==> config.mk <==
export PLATFORM = sky130hd
export DESIGN_NAME = grf_wport_arb
export DESIGN_NICKNAME = d
export VERILOG_FILES = /design/src/rtl/grf_pkg.sv /design/src/rtl/wport_fifo.sv /design/src/rtl/grf_wport_arb.sv
export SDC_FILE = /design/constraint.sdc
export NUM_CORES = 1
export LEC_CHECK = 0
export CAP_MARGIN = 40
export CORE_AREA = 2 2 154 156
export CTS_BUF_LIST = sky130_fd_sc_hd__clkbuf_4 sky130_fd_sc_hd__clkbuf_8
export DETAILED_ROUTE_END_ITERATION = 6
export DIE_AREA = 0 0 156 158
export PLACE_DENSITY = 0.79
export REMOVE_ABC_BUFFERS = 1
export SLEW_MARGIN = 10
export SYNTH_ARGS = -nofsm -noshare
export SYNTH_HDL_FRONTEND = slang
export SYNTH_SLANG_ARGS = --single-unit
==> constraint.sdc <==
create_clock -name CLK -period 5.46 [get_ports CLK]
set_input_delay 0.546 -clock CLK [delete_from_list [all_inputs] [get_ports CLK]]
set_output_delay 0.546 -clock CLK [all_outputs]
set_load 0.01 [all_outputs]
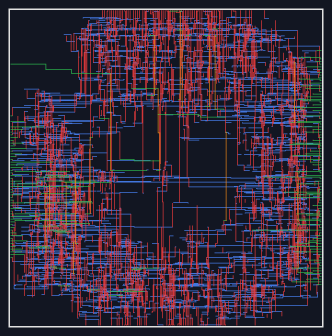
*Routed metal, one colour a layer, run 1*
(2 px per um)
colour	layer	wire length
red	M2	11900 um
blue	M1	10700 um
orange	M4	560 um
green	M3	1420 um
final WL: 24500 um
vias: 7221
routed len/inst: 18.1 um
All-Layer GR Usage: 20.1%

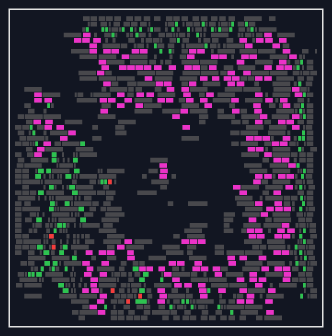
*Gate families picked out, run 1*
(2 px per um)
colour	family	cells
red	and/or cells	6
magenta	mux cells	215
green	aoi and oai cells	110
most frequent logic cell in the layout: clkdlybuf4s50_1
combinational share of cell area: 35.7%

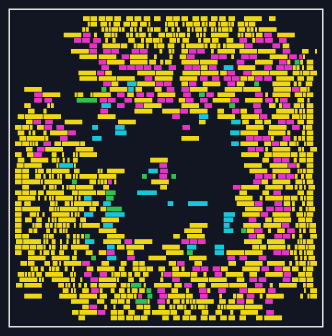
*Drive-strength map, run 1*
(2 px per um)
colour	size	cells	share
magenta	x2	185	17%
yellow	x1 and smaller	823	78%
cyan	x6 and larger	32	3.0%
green	x3 and x4	20	1.9%
area grow syn2layout: 34.1%
Final WS setup: 1.85 ns

==> CHANGELOG.md, run 1 <==
### Metrics

* FMAX at roughly 280 MHz
* Crit-path most repeated cell: clkdlybuf4s50_1
* Die area at 24600 um2
* Layout cells sized above 1 at approximately 22%
* Min Tclk post-route at about 3.6 ns
* Crit Path Max Fanout at ~80
* Antenna violations before repair at 1
* Power in the clock group at a little under 0.0009 W
* Non-clock buffer share at 21.8%
* Final hold violation count at 0
* Logic inverters at 5
* Top cells by count: mux2_2, dfrtp_1, nand2_1, nand3_1, a21oi_1
* NumNets Final at between 1000 and 1500
* Critical path's top delay family: buffers and inverters
* WL met3 at around 1400 um
* Hold WC Path Type: reg2reg
* Status: completed
* Setup crit start kind: primary input
* Comb pwr share at between 40% and 50%
* Synth top cell by count: mux2_2
* Vias in the first global route at between 7000 and 8000
* WHS Path Cells at 1
* Synth Register Bits at 175
* Busiest grt layer: met2
* Global-route wire length before repair at ~39000 um
* Pwr top: combinational cells
* Highest Signal Layer: met4
* Most frequent cells in the layout: clkdlybuf4s50_1, mux2_2, dfrtp_1, nand2_1, nand3_1
* Dominant cell area share at about half
* Post-synthesis adder-cell area fraction at less than 1%
* P_int at 0.00378 W
* Clock Tree Buf Depth at 2
* Setup violators final at 0
* Yosys cell count at 827
* Dominant comb cell: multiplexers
==> run 1: metrics by stage <==
| stage | area (um2) | total power [W] | utilization (%) | hold slack [ns] |
|---|---|---|---|---|
| 3_5_place_dp | 11800 | 0.00503 | 51.1 | 0.477 |
| 3_3_place_gp | 11700 | 0.00491 | 50.6 | 0.469 |
| 6_report | 12200 | 0.00591 | 52.8 | 0.495 |
| 2_1_floorplan | 8720 | 0.00397 | - | 0.460 |
| 5_1_grt | 12200 | 0.00631 | 52.8 | 0.518 |
| 4_1_cts | 12200 | 0.00596 | 52.8 | 0.500 |
==> run 2: changes to the inputs <==
PLACE_DENSITY = 0.77   (was 0.79)
clock period = 3.7 ns   (was 5.46 ns; I/O delays follow)
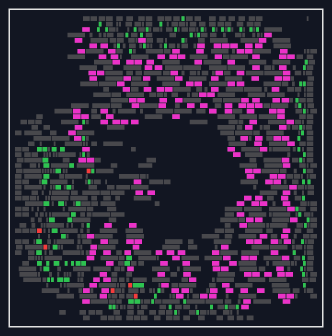
*Gate families picked out, run 2*
(2 px per um)
colour	family	cells
green	aoi and oai cells	110
red	and/or cells	6
magenta	mux cells	215
combinational share of cell area: 35.6%
non-filler cells, final: 1353

==> run 2 against run 1 <==
Compared with the run above: hold slack is essentially flat; clock power grew 44%; sequential share of layout area shrank 0.12 points; wire length shrank 1.7%; die area is the same; utilization grew 0.18 points; final cell count grew 0.15%; synthesized area is the same; via count shrank 0.42%; sequential cell count is the same; sequential power grew 45%; combinational power grew about 50%.
==> CHANGELOG.md, run 2 <==
### Metrics

* Routed len/inst at 17.8 um (was 18.1 um)
* Logic inverters at 5 (unchanged)
* Crit-path most repeated cell: clkdlybuf4s50_1 (unchanged)
* Fin area at 12200 um2 (about the same)
* Busiest grt layer: met2 (unchanged)
* Area grow syn2layout at 34.6% (was 34.1%)
* WL met3 at 1440 um (was 1420 um)
* Number of enable flip-flop cells at 0 (unchanged)
* Clock Tree Buf Depth at 2 (unchanged)
* Dominant cell area share at 48.2% (unchanged)
* Setup violators final at 0 (unchanged)
* Top cells by count: mux2_2, dfrtp_1, nand2_1, nand3_1, a21oi_1 (unchanged)
* All-Layer GR Usage at 19.6% (was 20.1%)
* Final hold violation count at 0 (unchanged)
* Highest Signal Layer: met5 (was met4)
* IO Port Bufs at 249 (unchanged)
* PwrDens at 710 nW/um2 (was 485 nW/um2)
* Non-clock buffer share at 22.2% (was 21.8%)
* Setup crit start kind: primary input (unchanged)
* Final WS setup at 0.416 ns (was 1.85 ns)
* Synth Instances at 827 (unchanged)
* Vias in the first global route at 7385 (was 7478)
* TritonCTS Buffers at 17 (unchanged)
* Critical path's top delay family: buffers and inverters (unchanged)
* Layout cells sized above 1 at 22.6% (was 22.4%)
* CTS H-Tree Depth at 4 (unchanged)
* DP Area at 11800 um2 (about the same)
* Final HPWL DP at 16800 um (was 16900 um)
* Yosys cell count at 827 (unchanged)
* Most frequent logic cell in the layout: clkdlybuf4s50_1 (unchanged)
* Synth Register Bits at 175 (unchanged)
* Hold Slack at 0.495 ns (about the same)
* Critical path arrival at 2.91 ns (was 3.06 ns)
* Antenna violations before repair at 1 (unchanged)
* CP peak stage delay at 0.60 ns (was 0.72 ns)
* Status: completed (unchanged)
* NumNets Final at 1199 (was 1196)
* Vias at 7191 (was 7221)
* Crit Path Max Fanout at 61 (was 80)
* Global-route wire length before repair at 38200 um (was 38900 um)
* Die area at 24600 um2 (unchanged)
-- run 2: cell counts after synthesis --
Identical to the previous run, type by type.
-- run 2: kinds of logic after synthesis --
kind of cell / Yosys count / share of synthesized area (%)
other: 1 / 0.0413
AOI/OAI and AO/OA: 112 / 7.64
muxes: 215 / 26.6
and+or+nand+nor: 239 / 11.6
xor gates and xnor gates: 18 / 1.74
DFF: 175 / 48.2
buffers and inverters: 66 / 4.09
adders and majority gates: 1 / 0.138
-- run 2: report_power, final --
part	internal, W	leakage [nW]	switching (W)
registers	0.00286	2.07	0.000574
logic	0.00220	2.70	0.00174
clock network	0.000502	0.190	0.000787
total	0.00556	4.95	0.00310
No activity file was given, so power comes from the tool's default toggle rates.
